[src/rtl/kalman_pkg.sv]
// Shared constants and types for the Kalman filter ALU steps.
// Data is signed two's complement; gains are unsigned Q0.GAIN_W fractions.
package kalman_pkg;

    localparam int DATA_W    = 23;
    localparam int GAIN_W    = 13;
    localparam int FRAC_BITS = GAIN_W;

    typedef enum logic [1:0] {
        IDLE,
        CALC,
        DONE
    } state_t;

    typedef logic signed [DATA_W-1:0] data_t;
    typedef logic        [GAIN_W-1:0] gain_t;

endpackage

[src/rtl/kalman_mac.sv]
// Combinational multiply-shift-accumulate: acc +/- floor(gain * mult / 2^FRAC_BITS),
// saturated to the signed DATA_W range.
module kalman_mac
    import kalman_pkg::*;
(
    input  logic        [GAIN_W-1:0] gain,
    input  logic signed [DATA_W-1:0] mult,
    input  logic signed [DATA_W-1:0] acc,
    input  logic                     sub,
    output logic signed [DATA_W-1:0] result
);

    localparam int PROD_W = DATA_W + GAIN_W + 1;

    logic signed [GAIN_W:0]   gain_s;
    logic signed [PROD_W-1:0] prod;
    logic signed [DATA_W:0]   term;
    logic signed [DATA_W:0]   acc_ext;
    logic signed [DATA_W:0]   sum;

    // Dropping the low FRAC_BITS of a two's complement product is a floor shift.
    always_comb begin
        gain_s  = $signed({1'b0, gain});
        prod    = gain_s * mult;
        term    = prod[FRAC_BITS +: DATA_W+1];
        acc_ext = {acc[DATA_W-1], acc};
        sum     = sub ? (acc_ext - term) : (acc_ext + term);
        if (sum[DATA_W] != sum[DATA_W-1]) begin
            result = sum[DATA_W] ? {1'b1, {(DATA_W-1){1'b0}}} : {1'b0, {(DATA_W-1){1'b1}}};
        end else begin
            result = sum[DATA_W-1:0];
        end
    end

endmodule

[src/rtl/kalman_alu6.sv]
// Kalman step 6: state correction and covariance update, one product per cycle
// through a shared saturating MAC, with a start/busy/done handshake.
module kalman_alu6
    import kalman_pkg::*;
(
    input  logic                     clk,
    input  logic                     n_rst,
    input  logic                     start,
    input  logic        [GAIN_W-1:0] K0_in,
    input  logic        [GAIN_W-1:0] K1_in,
    input  logic signed [DATA_W-1:0] y_in,
    input  logic signed [DATA_W-1:0] angle_in,
    input  logic signed [DATA_W-1:0] bias_in,
    input  logic signed [DATA_W-1:0] P00_in,
    input  logic signed [DATA_W-1:0] P01_in,
    input  logic signed [DATA_W-1:0] P10_in,
    input  logic signed [DATA_W-1:0] P11_in,
    output logic signed [DATA_W-1:0] angle_out,
    output logic signed [DATA_W-1:0] bias_out,
    output logic signed [DATA_W-1:0] P00_out,
    output logic signed [DATA_W-1:0] P01_out,
    output logic signed [DATA_W-1:0] P10_out,
    output logic signed [DATA_W-1:0] P11_out,
    output logic                     busy,
    output logic                     done
);

    localparam logic [2:0] LAST_STEP = 3'd5;

    state_t state, state_next;
    logic [2:0] step;
    gain_t k0_q, k1_q;
    data_t y_q, angle_q, bias_q, p00_q, p01_q, p10_q, p11_q;

    gain_t mac_gain;
    data_t mac_mult, mac_acc, mac_result;
    logic  mac_sub;

    always_ff @(posedge clk or negedge n_rst) begin
        if (!n_rst) state <= IDLE;
        else        state <= state_next;
    end

    always_comb begin
        state_next = state;
        busy       = 1'b0;
        done       = 1'b0;
        case (state)
            IDLE: if (start) state_next = CALC;
            CALC: begin
                busy = 1'b1;
                if (step == LAST_STEP) state_next = DONE;
            end
            DONE: begin
                done       = 1'b1;
                state_next = IDLE;
            end
            default: state_next = IDLE;
        endcase
    end

    // Operands are captured once per run; results never feed back into them,
    // which is what lets steps 4 and 5 see the pre-update P00/P01.
    always_ff @(posedge clk or negedge n_rst) begin
        if (!n_rst) begin
            step    <= '0;
            k0_q    <= '0;
            k1_q    <= '0;
            y_q     <= '0;
            angle_q <= '0;
            bias_q  <= '0;
            p00_q   <= '0;
            p01_q   <= '0;
            p10_q   <= '0;
            p11_q   <= '0;
        end else if (state == IDLE && start) begin
            step    <= '0;
            k0_q    <= K0_in;
            k1_q    <= K1_in;
            y_q     <= y_in;
            angle_q <= angle_in;
            bias_q  <= bias_in;
            p00_q   <= P00_in;
            p01_q   <= P01_in;
            p10_q   <= P10_in;
            p11_q   <= P11_in;
        end else if (state == CALC) begin
            step <= step + 3'd1;
        end
    end

    always_comb begin
        mac_gain = k0_q;
        mac_mult = y_q;
        mac_acc  = angle_q;
        mac_sub  = 1'b0;
        case (step)
            3'd1: begin mac_gain = k1_q; mac_mult = y_q;   mac_acc = bias_q; mac_sub = 1'b0; end
            3'd2: begin mac_gain = k0_q; mac_mult = p00_q; mac_acc = p00_q;  mac_sub = 1'b1; end
            3'd3: begin mac_gain = k0_q; mac_mult = p01_q; mac_acc = p01_q;  mac_sub = 1'b1; end
            3'd4: begin mac_gain = k1_q; mac_mult = p00_q; mac_acc = p10_q;  mac_sub = 1'b1; end
            3'd5: begin mac_gain = k1_q; mac_mult = p01_q; mac_acc = p11_q;  mac_sub = 1'b1; end
            default: ;
        endcase
    end

    kalman_mac u_mac (
        .gain   (mac_gain),
        .mult   (mac_mult),
        .acc    (mac_acc),
        .sub    (mac_sub),
        .result (mac_result)
    );

    always_ff @(posedge clk or negedge n_rst) begin
        if (!n_rst) begin
            angle_out <= '0;
            bias_out  <= '0;
            P00_out   <= '0;
            P01_out   <= '0;
            P10_out   <= '0;
            P11_out   <= '0;
        end else if (state == CALC) begin
            case (step)
                3'd0: angle_out <= mac_result;
                3'd1: bias_out  <= mac_result;
                3'd2: P00_out   <= mac_result;
                3'd3: P01_out   <= mac_result;
                3'd4: P10_out   <= mac_result;
                3'd5: P11_out   <= mac_result;
                default: ;
            endcase
        end
    end

endmodule
[config.mk]
export PLATFORM = sky130hd
export DESIGN_NAME = kalman_alu6
export DESIGN_NICKNAME = d
export VERILOG_FILES = /design/src/rtl/kalman_pkg.sv /design/src/rtl/kalman_mac.sv /design/src/rtl/kalman_alu6.sv
export SDC_FILE = /design/constraint.sdc
export NUM_CORES = 1
export LEC_CHECK = 0
export CORE_ASPECT_RATIO = 0.7
export CORE_MARGIN = 5
export CORE_UTILIZATION = 47
export CTS_CLUSTER_DIAMETER = 60
export DETAILED_ROUTE_END_ITERATION = 10
export DONT_BUFFER_PORTS = 1
export GPL_ROUTABILITY_DRIVEN = 0
export GPL_TIMING_DRIVEN = 1
export PLACE_DENSITY_LB_ADDON = 0.15
export SYNTH_ARGS = -nofsm -noshare
export SYNTH_HDL_FRONTEND = slang
export SYNTH_SLANG_ARGS = --single-unit
[constraint.sdc]
create_clock -name clk -period 14.5 [get_ports clk]
set_clock_uncertainty 0.15 [all_clocks]
set_input_delay 2.9 -clock clk [delete_from_list [all_inputs] [get_ports clk]]
set_output_delay 2.9 -clock clk [all_outputs]
set_load 0.02 [all_outputs]
Fig. 1: signal wires on met1
Scale bar: 100 microns. Supply wires on this layer in gray.
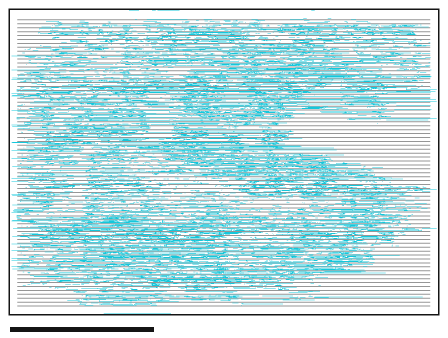
longest straight run: 113 microns
share of all routed wire: 44%
via count: 20576
met1 Resource Use GR: 0.389
final wirelength: 85.4 mm

==> deck_impl_summary.md <==
Key Metrics from the Run

Status
  • Status: finished, final reports clean

Flow run
  • # Max-Cap Violations: 0

Finish
  • Share of cells above drive strength 1: 0.129
  • Area growth syn-to-layout: 7.34%

STA
  • Crit path time final: 13.85 ns
  • Worst slew margin: 0.0227
  • Final hold violations: 0

Worst setup path
  • Cell repeated most along the worst path: fa_1
  • Worst path arrival time: 14.14 ns
  • CP startpoint: step[1]$_DFFE_PN0P_
  • Nature of the critical path endpoint: flip-flop
  • Worst r2r path cells: 39
  • Worst flop-to-flop path startpoint: step[1]$_DFFE_PN0P_

Route
  • Highest Signal Layer: met5
  • Met2 layer wire length in the routed design: around 36 mm

Global routing
  • Global-route wire length before repair: 130 mm
  • Vias in the first global route: 20604
  • Most Crowded Layer GR: met2

Logic synthesis
  • Avg Inst Size Synth: 9.83 sq um

Place
  • IO Port Bufs: 0

Clock tree
  • Post-CTS Setup Bufs: 0
  • Cts bufs inserted: 35
  • TritonCTS clock tree: yes

Min path
  • Hold path endpoint: bias_q[7]$_DFFE_PN0P_
Fig. 2: metal 2
Cells faint in the background.
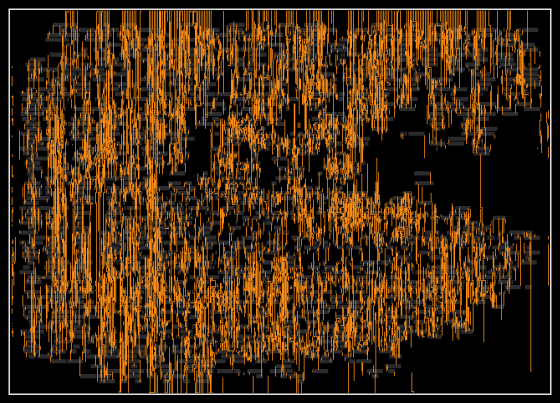
wire length on this layer: 36.1 mm
main direction: vertical
nets with wire on the layer: 2835
share of all routed wire: 42%
grt met2 use: 0.389

==> final cells by class <==
type                            count  area share
Multi-Input combinational cell   1957       0.588
Inverter                          335      0.0433
Sequential cell                   330       0.284
Tap cell                          750      0.0323
Clock inverter                     16      0.0100
Clock buffer                       47      0.0344
Antenna cell                       16     0.00138
Timing Repair Buffer               24     0.00663
==> sequential cells by signal, summed over array words and instances, names as in the netlist, 23 cells and up <==
signal,count
y_q,23
p01_q,23
bias_out,23
p10_q,23
bias_q,23
P00_out,23
P10_out,23
p00_q,23
P11_out,23
P01_out,23
angle_q,23
angle_out,23
p11_q,23
